$ cat src/rtl/lpc_host_if.sv
// LPC host interface bundle.
// Groups the host-side request/response handshake and the LPC pad signals
// (LAD[3:0] split into in/out/oe, LFRAME#) of one lpc_host instance.
//   master : the lpc_host side (LPC bus master, request consumer)
//   slave  : the environment side (request producer, pad model / target)
interface lpc_host_if;
  logic        req_valid;
  logic        req_ready;
  logic        req_write;
  logic [15:0] req_addr;
  logic [7:0]  req_wdata;
  logic        rsp_valid;
  logic [7:0]  rsp_rdata;
  logic [1:0]  rsp_err;
  logic [3:0]  lad_in;
  logic [3:0]  lad_out;
  logic        lad_oe;
  logic        lframe_n;
  logic        busy;

  modport master (
    input  req_valid, req_write, req_addr, req_wdata, lad_in,
    output req_ready, rsp_valid, rsp_rdata, rsp_err, lad_out, lad_oe,
           lframe_n, busy
  );

  modport slave (
    output req_valid, req_write, req_addr, req_wdata, lad_in,
    input  req_ready, rsp_valid, rsp_rdata, rsp_err, lad_out, lad_oe,
           lframe_n, busy
  );
endinterface

$ cat src/rtl/lpc_host.sv
// LPC host for single-byte I/O read/write cycles.
// Accepts one request at a time, runs START/CTDIR/ADDR/(WDATA)/TAR/SYNC/
// (RDATA)/TAR on LAD[3:0], and returns a one-cycle completion pulse with read
// data and an error code (00 ok, 01 no response/timeout, 10 target error).
// Ports:
//   clk      LPC clock, everything changes on its rising edge
//   lpc_rst  asynchronous active-low reset
//   bus      lpc_host_if.master: request/response handshake and LAD/LFRAME#
// Parameters:
//   NORESP_LIMIT  consecutive 0xF SYNC samples before abort
//   SHORT_LIMIT   consecutive 0x5 SYNC samples before abort (0x6 unlimited)
module lpc_host #(
  parameter int NORESP_LIMIT = 4,
  parameter int SHORT_LIMIT  = 16
) (
  input  logic       clk,
  input  logic       lpc_rst,
  lpc_host_if.master bus
);

  localparam int MAX_LIMIT = (NORESP_LIMIT > SHORT_LIMIT) ? NORESP_LIMIT : SHORT_LIMIT;
  localparam int WAIT_W    = $clog2(MAX_LIMIT + 1);
  localparam logic [WAIT_W-1:0] NORESP_L = WAIT_W'(NORESP_LIMIT);
  localparam logic [WAIT_W-1:0] SHORT_L  = WAIT_W'(SHORT_LIMIT);

  typedef enum logic [3:0] {
    IDLE, START, CTDIR, ADDR, WDATA, TAR_H1, TAR_H2,
    SYNC, RDATA, TAR_T1, TAR_T2, DONE, ABORT
  } state_t;

  state_t            state, state_nxt;
  logic [1:0]        cyc, cyc_nxt;
  logic [WAIT_W-1:0] wait_cnt, wait_cnt_nxt, run_len;
  logic [3:0]        sync_code, sync_code_nxt;
  logic              write_q, write_nxt;
  logic [7:0]        rdata_q, rdata_nxt;
  logic [1:0]        err_q, err_nxt;
  logic [15:0]       addr_q;
  logic [7:0]        wdata_q;
  logic              accept;

  assign accept        = (state == IDLE) && bus.req_valid;
  assign bus.rsp_rdata = rdata_q;
  assign bus.rsp_err   = err_q;

  // Length of the run of identical SYNC codes including the current sample.
  // wait_cnt == 0 means no sample yet in this SYNC phase. Saturates so that
  // an unlimited long-wait run cannot wrap.
  always_comb begin
    run_len = WAIT_W'(1);
    if (wait_cnt != '0 && bus.lad_in == sync_code)
      run_len = (wait_cnt == '1) ? wait_cnt : wait_cnt + 1'b1;
  end

  always_ff @(posedge clk or negedge lpc_rst) begin
    if (!lpc_rst) begin
      state     <= IDLE;
      cyc       <= '0;
      wait_cnt  <= '0;
      sync_code <= '0;
      write_q   <= 1'b0;
      rdata_q   <= '0;
      err_q     <= '0;
    end else begin
      state     <= state_nxt;
      cyc       <= cyc_nxt;
      wait_cnt  <= wait_cnt_nxt;
      sync_code <= sync_code_nxt;
      write_q   <= write_nxt;
      rdata_q   <= rdata_nxt;
      err_q     <= err_nxt;
    end
  end

  // Address/data are only consumed after acceptance, so they need no reset.
  always_ff @(posedge clk) begin
    if (accept) begin
      addr_q  <= bus.req_addr;
      wdata_q <= bus.req_wdata;
    end
  end

  always_comb begin
    state_nxt     = state;
    cyc_nxt       = '0;
    wait_cnt_nxt  = wait_cnt;
    sync_code_nxt = sync_code;
    write_nxt     = write_q;
    rdata_nxt     = rdata_q;
    err_nxt       = err_q;
    bus.req_ready = 1'b0;
    bus.rsp_valid = 1'b0;
    bus.busy      = 1'b1;
    bus.lframe_n  = 1'b1;
    bus.lad_oe    = 1'b0;
    bus.lad_out   = 4'hF;

    case (state)
      IDLE: begin
        bus.req_ready = 1'b1;
        bus.busy      = 1'b0;
        if (bus.req_valid) begin
          state_nxt = START;
          write_nxt = bus.req_write;
          rdata_nxt = '0;
          err_nxt   = '0;
        end
      end
      START: begin
        bus.lframe_n = 1'b0;
        bus.lad_oe   = 1'b1;
        bus.lad_out  = 4'h0;
        state_nxt    = CTDIR;
      end
      CTDIR: begin
        bus.lad_oe  = 1'b1;
        bus.lad_out = write_q ? 4'h2 : 4'h0;
        state_nxt   = ADDR;
      end
      ADDR: begin
        bus.lad_oe = 1'b1;
        case (cyc)
          2'd0:    bus.lad_out = addr_q[15:12];
          2'd1:    bus.lad_out = addr_q[11:8];
          2'd2:    bus.lad_out = addr_q[7:4];
          default: bus.lad_out = addr_q[3:0];
        endcase
        if (cyc == 2'd3) state_nxt = write_q ? WDATA : TAR_H1;
        else             cyc_nxt   = cyc + 1'b1;
      end
      WDATA: begin
        bus.lad_oe  = 1'b1;
        bus.lad_out = cyc[0] ? wdata_q[7:4] : wdata_q[3:0];
        if (cyc[0]) state_nxt = TAR_H1;
        else        cyc_nxt   = 2'd1;
      end
      TAR_H1: begin
        bus.lad_oe = 1'b1;
        state_nxt  = TAR_H2;
      end
      TAR_H2: begin
        wait_cnt_nxt = '0;
        state_nxt    = SYNC;
      end
      SYNC: begin
        sync_code_nxt = bus.lad_in;
        wait_cnt_nxt  = run_len;
        case (bus.lad_in)
          4'h0: state_nxt = write_q ? TAR_T1 : RDATA;
          4'hA: begin
            state_nxt = write_q ? TAR_T1 : RDATA;
            err_nxt   = 2'b10;
          end
          4'h5: if (run_len >= SHORT_L) begin
            state_nxt = ABORT;
            err_nxt   = 2'b01;
          end
          4'h6: state_nxt = SYNC;
          4'hF: if (run_len >= NORESP_L) begin
            state_nxt = ABORT;
            err_nxt   = 2'b01;
          end
          default: begin
            state_nxt = ABORT;
            err_nxt   = 2'b01;
          end
        endcase
      end
      RDATA: begin
        if (cyc[0]) begin
          rdata_nxt[7:4] = bus.lad_in;
          state_nxt      = TAR_T1;
        end else begin
          rdata_nxt[3:0] = bus.lad_in;
          cyc_nxt        = 2'd1;
        end
      end
      TAR_T1: state_nxt = TAR_T2;
      TAR_T2: state_nxt = DONE;
      DONE: begin
        bus.rsp_valid = 1'b1;
        state_nxt     = IDLE;
      end
      ABORT: begin
        bus.lframe_n = 1'b0;
        bus.lad_oe   = 1'b1;
        rdata_nxt    = '0;
        err_nxt      = 2'b01;
        if (cyc == 2'd3) state_nxt = DONE;
        else             cyc_nxt   = cyc + 1'b1;
      end
      default: state_nxt = IDLE;
    endcase
  end

endmodule

$ cat src/flat_wrapper.sv
// flat-port wrapper written by rule: the top's interface ports become plain ports
module lpc_host_flat 
#(
  parameter int NORESP_LIMIT = 4,
  parameter int SHORT_LIMIT  = 16
)
  (clk, lpc_rst, bus_req_valid, bus_req_write, bus_req_addr, bus_req_wdata, bus_lad_in, bus_req_ready, bus_rsp_valid, bus_rsp_rdata, bus_rsp_err, bus_lad_out, bus_lad_oe, bus_lframe_n, bus_busy);
  lpc_host_if bus_i ();
  input  logic clk;
  input  logic lpc_rst;
  input wire logic [$bits(bus_i.req_valid)-1:0] bus_req_valid;
  input wire logic [$bits(bus_i.req_write)-1:0] bus_req_write;
  input wire logic [$bits(bus_i.req_addr)-1:0] bus_req_addr;
  input wire logic [$bits(bus_i.req_wdata)-1:0] bus_req_wdata;
  input wire logic [$bits(bus_i.lad_in)-1:0] bus_lad_in;
  output wire logic [$bits(bus_i.req_ready)-1:0] bus_req_ready;
  output wire logic [$bits(bus_i.rsp_valid)-1:0] bus_rsp_valid;
  output wire logic [$bits(bus_i.rsp_rdata)-1:0] bus_rsp_rdata;
  output wire logic [$bits(bus_i.rsp_err)-1:0] bus_rsp_err;
  output wire logic [$bits(bus_i.lad_out)-1:0] bus_lad_out;
  output wire logic [$bits(bus_i.lad_oe)-1:0] bus_lad_oe;
  output wire logic [$bits(bus_i.lframe_n)-1:0] bus_lframe_n;
  output wire logic [$bits(bus_i.busy)-1:0] bus_busy;
  assign bus_i.req_valid = bus_req_valid;
  assign bus_i.req_write = bus_req_write;
  assign bus_i.req_addr = bus_req_addr;
  assign bus_i.req_wdata = bus_req_wdata;
  assign bus_i.lad_in = bus_lad_in;
  assign bus_req_ready = bus_i.req_ready;
  assign bus_rsp_valid = bus_i.rsp_valid;
  assign bus_rsp_rdata = bus_i.rsp_rdata;
  assign bus_rsp_err = bus_i.rsp_err;
  assign bus_lad_out = bus_i.lad_out;
  assign bus_lad_oe = bus_i.lad_oe;
  assign bus_lframe_n = bus_i.lframe_n;
  assign bus_busy = bus_i.busy;
  lpc_host #(.NORESP_LIMIT(NORESP_LIMIT), .SHORT_LIMIT(SHORT_LIMIT)) u_core (.clk(clk), .lpc_rst(lpc_rst), .bus(bus_i));
endmodule
$ cat config.mk
export PLATFORM = sky130hd
export DESIGN_NAME = lpc_host_flat
export DESIGN_NICKNAME = d
export VERILOG_FILES = /design/src/rtl/lpc_host_if.sv /design/src/rtl/lpc_host.sv /design/src/flat_wrapper.sv
export SDC_FILE = /design/constraint.sdc
export NUM_CORES = 1
export LEC_CHECK = 0
export ABC_AREA = 1
export CAP_MARGIN = 25
export CELL_PAD_IN_SITES_DETAIL_PLACEMENT = 0
export CELL_PAD_IN_SITES_GLOBAL_PLACEMENT = 1
export CORE_AREA = 3 3 93 95
export CTS_BUF_LIST = sky130_fd_sc_hd__clkbuf_4
export DETAILED_ROUTE_END_ITERATION = 10
export DIE_AREA = 0 0 96 98
export PLACE_DENSITY = 0.77
export SLEW_MARGIN = 20
export SYNTH_ARGS = -nofsm -noshare
export SYNTH_HDL_FRONTEND = slang
export SYNTH_SLANG_ARGS = --single-unit
$ cat constraint.sdc
create_clock -name clk -period 4.2 [get_ports clk]
set_input_delay 0.42 -clock clk [delete_from_list [all_inputs] [get_ports clk]]
set_output_delay 0.42 -clock clk [all_outputs]
set_load 0.01 [all_outputs]
Run 1, PDN straps and rails:
Scale: 4 px per µm. Pins as bars on the die edge.
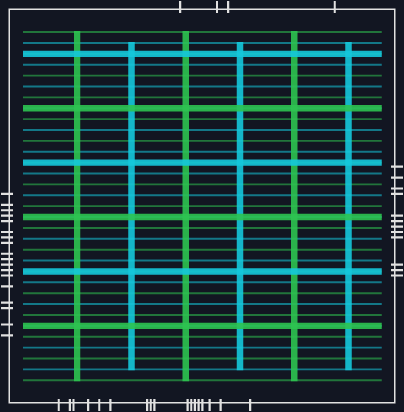
| color | net |
|---|---|
| green | VSS |
| cyan | VDD |
rows: 32
signal pins: 51
met4 straps: 6
met1 rails: 33
met5 straps: 6

Run 1, cell classes on the final placement:
Scale: 3 px per µm. Fill, decap, tap and diode cells in gray.
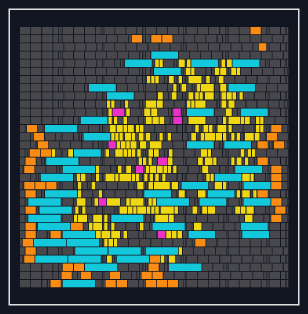
| color | class | cells |
|---|---|---|
| yellow | remaining logic cells | 218 |
| orange | remaining buffers and delay cells | 52 |
| magenta | clock drivers and dummy loads | 8 |
| cyan | registers | 50 |

==> reports/qor.yml, run 1 <==
logic_synthesis:
  ys_area_mm2: 0.00253
  ys_warn_count: 0
  top_cells_by_area: "edfxtp_1 (28%), dfrtp_1 (26%), nand2_1 (8.9%), inv_1 (3.9%), ha_1 (3.0%)"
  synthCells: 271
  edf_count: 24
  synth_area_leader_cell: "edfxtp_1"
  synth_area_per_cell_um2: 9.34
global_routing:
  grt_busiest_layer: "met2"
  gr-usage-met1_pct: 17.8
  overflow: 0
  antenna_found_initial: 0
pwr:
  power_density_mw_per_mm2: 587
routing:
  wl_um: 5840
  wl_per_cell_um: 13.6
  dr_wl_met2_um: 2690
  highest_layer: "met4"
  drc: 0
floorplanning:
  core_area_mm2: 0.00781
  fp.dieW_um: 96
layout:
  largest_cell_class: "registers"
  logic_area_mm2: 0.00101
  seq_cell_count: 50
final_timing:
  slew_headroom_pct: 61.2
  slew_viol_final: 0
  hold_ws_ns: 0.380
  hold_violations: 0
critical_path:
  r2r-start: "u_core.state[3]"
  slowest_delay_ns: 0.65
placed_design:
  portBuffers: 50
  dp_hpwl_um: 4530
outcome:
  status: "completed"
Run 1, clock network drawn from the DEF:
Scale: 6 px per µm.
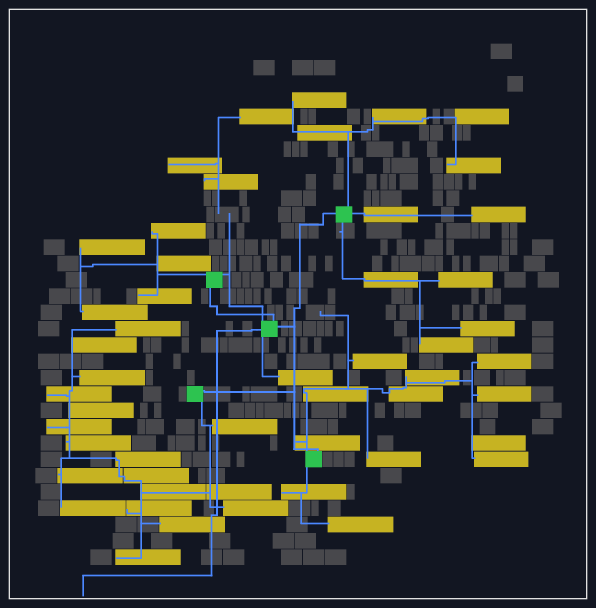
[yellow] flip-flops | count: 50
[blue] clock wires | length: 645 µm
[green] clock-net drivers | count: 5
routed clock nets: 6
worst skew pair latency: 0.39 ns
Layout Skew: 0.00272 ns
clk pwr: 0.250 mW
Clk pwr share: 13.2%

-- run 1: power breakdown --
part	internal, mW	switching, mW
Combinational	0.402	0.514
Clock	0.0732	0.177
Sequential	0.646	0.0855
Total	1.12	0.777
-- run 1: sequential cells by signal, indices dropped and copies added, names as in the netlist --
name	count
u_core.addr_q	16
u_core.bus.rsp_rdata	8
u_core.wdata_q	8
u_core.wait_cnt	5
u_core.state	4
u_core.sync_code	4
u_core.bus.rsp_err	2
u_core.cyc	2
u_core.write_q	1
-- run 1: cell families after synthesis --
family                   after synthesis  share of synthesized area (%)
flip-flops                            50                           54.2
adder cells (fa/ha/maj)                6                           2.97
AND/OR/NAND/NOR                      120                           22.1
buffers and inverters                 39                           5.93
XOR/XNOR                               3                           1.04
AND-OR/OR-AND                         53                           13.8
## Run 2: what changed since run 1
==> constraint.sdc (replaced) <==
create_clock -name clk -period 3.1 [get_ports clk]
set_input_delay 0.31 -clock clk [delete_from_list [all_inputs] [get_ports clk]]
set_output_delay 0.31 -clock clk [all_outputs]
set_load 0.01 [all_outputs]
Run 2, metal layers overlaid:
Scale: 4 px per µm. Two of the layers only.
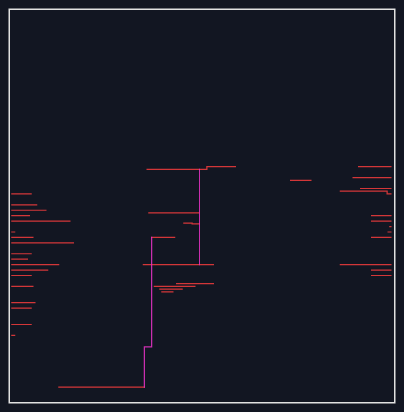
| color | layer | wire length |
|---|---|---|
| magenta | M4 | 63.0 µm |
| red | M3 | 308 µm |

Run 2, cell outlines without signal wires:
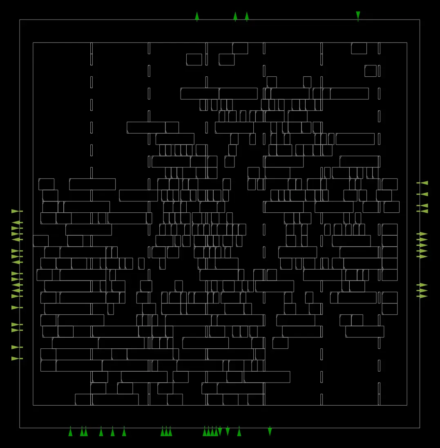
Taps Inserted: 102
filler instances: 771
flop share of the area: 42.6%
core area: 0.00781 mm²

==> run 2 against run 1 <==
Net effect: core utilization is 0.14 points lower; critical path depth is 1 lower; combinational power is 35% higher; power is 34% higher; wire length is 0.26% lower; worst setup slack worse by 0.95 ns; clock power is 24% higher; die size stayed put; sequential cell count stayed put; first-iteration DRC count is 9.2% lower; worst hold slack worse by 0.093 ns; final cell count stayed put; critical path type unchanged; critical endpoint is now bus_lad_out[2]; highest routed layer unchanged.
==> reports/qor.yml, run 2 <==
critical_path:
  path_depth: 6
  r2r-start: "u_core.wait_cnt[0]"
  worstSetupStartpoint: "u_core.cyc[0]"
  slowest_delay_ns: 0.62
logic_synthesis:
  simple_gate_area_share_pct: 22.1
  top_cells_by_area: "edfxtp_1 (28%), dfrtp_1 (26%), nand2_1 (8.9%), inv_1 (3.9%), ha_1 (3.0%)"
  edf_count: 24
  xor_share_pct: 1.04
  topCombFamilyByArea: "simple AND/OR/NAND/NOR gates"
  synth_area_leader_cell: "edfxtp_1"
  ys_warn_count: 0
  synthCells: 271
  synth_area_per_cell_um2: 9.34
  synthAdderAreaFrac_pct: 2.97
  mux_area_share_pct: 0
routing:
  wl_per_cell_um: 13.6
  drc: 0
  wl_um: 5830
  dr_wl_met2_um: 2630
  highest_layer: "met4"
pwr:
  pg_comb_mw: 1.24
  ir_drop_mv: 0.562
  switchingPower_mw: 1.02
  combPwrFrac_pct: 48.7
  power_frac_clock_pct: 12.2
  p_seq_mw: 0.991
  p_int_mw: 1.52
  power_density_mw_per_mm2: 788
  p_seq_share_pct: 39.1
  pwr.group.clock_mw: 0.310
  largestPowerGroup: "combinational cells"
  switching_share_pct: 40.2
layout:
  inverters: 36
  largest_reg_flops: 16
  largest_cell_class: "registers"
  seq_cell_count: 50
final_timing:
  fin_ws_ns: 0.304
  hold_violations: 0
  clock_skew_ns: 0.0229
  hold_ws_ns: 0.286
  slew_viol_final: 0
outcome:
  status: "completed"
placed_design:
  portBuffers: 50
global_routing:
  antenna_found_initial: 0
  overflow: 0
clock_tree:
  clk_latency_ns: 0.38
  tritoncts: "yes"
## run 2: routing by layer
metal | vias up | global-route usage [%]
met3 | 5 | 3.70
met4 | 0 | 3.28
met1 | 941 | 18.1
li1 | 1043 | -
met5 | - | 0
met2 | 50 | 19.3
## run 2: final timing paths
check | endpoint | slack (ns)
setup / recovery | bus_lad_out[2] | 0.30
hold / removal | u_core.wait_cnt[3] | 0.29
setup reg to reg | u_core.state[1] | 1.30
hold reg to reg | u_core.bus.rsp_err[0] | 0.49
max in group asynchronous | u_core.write_q | 2.53
min in group clk | u_core.addr_q[10] | 0.47
## run 2: worst register-to-register path: cells and delay by family, from the launching register on
family                     cells  cell delay (ns)
AOI/OAI and AO/OA              1             0.22
adders and majority gates      1             0.21
buffers and inverters          1             0.08
DFF                            1             0.44
and+or+nand+nor                7             0.72
## Run 3: what changed since run 2
--- a/config.mk
+++ b/config.mk
@@ -11,6 +11,7 @@
 export CELL_PAD_IN_SITES_GLOBAL_PLACEMENT = 1
 export CORE_AREA = 3 3 93 95
 export CTS_BUF_LIST = sky130_fd_sc_hd__clkbuf_4
+export CTS_CLUSTER_SIZE = 14
 export DETAILED_ROUTE_END_ITERATION = 10
 export DIE_AREA = 0 0 96 98
 export PLACE_DENSITY = 0.77
Run 3, cell classes on the final placement:
Scale: 3 px per µm. Fill, decap, tap and diode cells in gray.
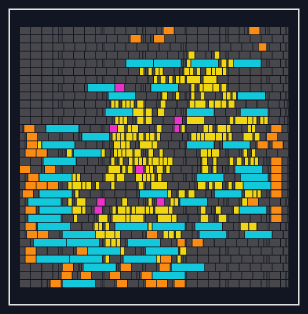
| color | class | cells |
|---|---|---|
| magenta | clock drivers and dummy loads | 8 |
| yellow | remaining logic cells | 218 |
| cyan | registers | 50 |
| orange | remaining buffers and delay cells | 52 |

Run 3, PDN straps and rails:
Scale: 4 px per µm. Pins as bars on the die edge.
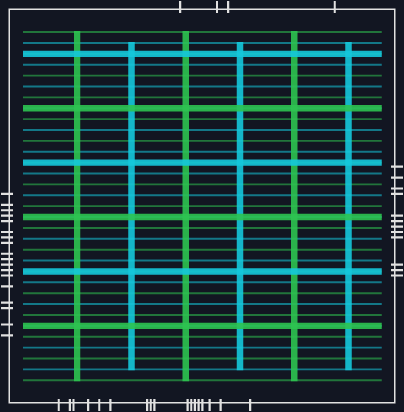
| color | net |
|---|---|
| cyan | VDD |
| green | VSS |
met4 straps: 6
rows: 32
signal pins: 51
met5 straps: 6

==> run 3 against run 2 <==
Net effect: clock skew did not move; global-route usage did not move; sequential power barely moved; combinational power barely moved; core utilization did not move; highest routed layer unchanged; synthesized cell count did not move; critical path depth did not move; cell area did not move.
==> reports/qor.yml, run 3 <==
outcome:
  status: "completed"
pwr:
  combPwrFrac_pct: 48.7
  switching_share_pct: 40.2
  pwr.group.clock_mw: 0.310
  power_frac_clock_pct: 12.2
  ir_drop_mv: 0.562
  largestPowerGroup: "combinational cells"
  power_density_mw_per_mm2: 788
  p_int_mw: 1.52
  pg_comb_mw: 1.24
  switchingPower_mw: 1.02
  p_seq_mw: 0.991
logic_synthesis:
  ys_warn_count: 0
  top_area_share_pct: 28.5
  synthCells: 271
  ys_area_mm2: 0.00253
  edf_count: 24
  top_cells_by_area: "edfxtp_1 (28%), dfrtp_1 (26%), nand2_1 (8.9%), inv_1 (3.9%), ha_1 (3.0%)"
  synth_area_per_cell_um2: 9.34
  synth_area_leader_cell: "edfxtp_1"
final_timing:
  slew_viol_final: 0
  fin_crit_ns: 2.80
  clock_skew_ns: 0.0229
  hold_violations: 0
  slew_headroom_pct: 71.9
layout:
  largest_reg_flops: 16
  max_flop_register: "u_core.addr_q"
clock_tree:
  tritoncts: "yes"
  clk_latency_ns: 0.38
floorplanning:
  fp.dieW_um: 96
  core_area_mm2: 0.00781
critical_path:
  cp-endpoint: "bus_lad_out[2]"
  worstSetupStartpoint: "u_core.cyc[0]"
  slowest_delay_ns: 0.62
  rr_endpoint: "u_core.state[1]"
  r2r-start: "u_core.wait_cnt[0]"
  path_depth: 6
placed_design:
  portBuffers: 50
  dp_hpwl_um: 4500
routing:
  drc: 0
  dr_wl_met2_um: 2630
  wl_per_cell_um: 13.6
global_routing:
  grt_busiest_layer: "met2"
  grt_use_met3_pct: 3.70
  antenna_found_initial: 0
-- run 3: cell counts in the layout (fill, tap and decap cells not counted) --
Identical to the previous run, type by type.
-- run 3: area by class of cell --
| cell class | instances | area [µm²] |
|---|---|---|
| clock buffers | 6 | 45.0 |
| clock inverters | 2 | 13.8 |
| fillers | 771 | 4590 |
| inverters | 36 | 135 |
| multi-input cells | 182 | 1010 |
| flip-flops and latches | 50 | 1370 |
| well taps | 102 | 128 |
| repair buffers | 52 | 515 |
-- run 3: cell families after synthesis --
logic type               Yosys count  share of synthesized area (%)
adder cells (fa/ha/maj)            6                           2.97
XOR/XNOR                           3                           1.04
AND-OR/OR-AND                     53                           13.8
flip-flops                        50                           54.2
AND/OR/NAND/NOR                  120                           22.1
buffers and inverters             39                           5.93
Power figures rest on the tool's default switching activity, not on a simulated workload.
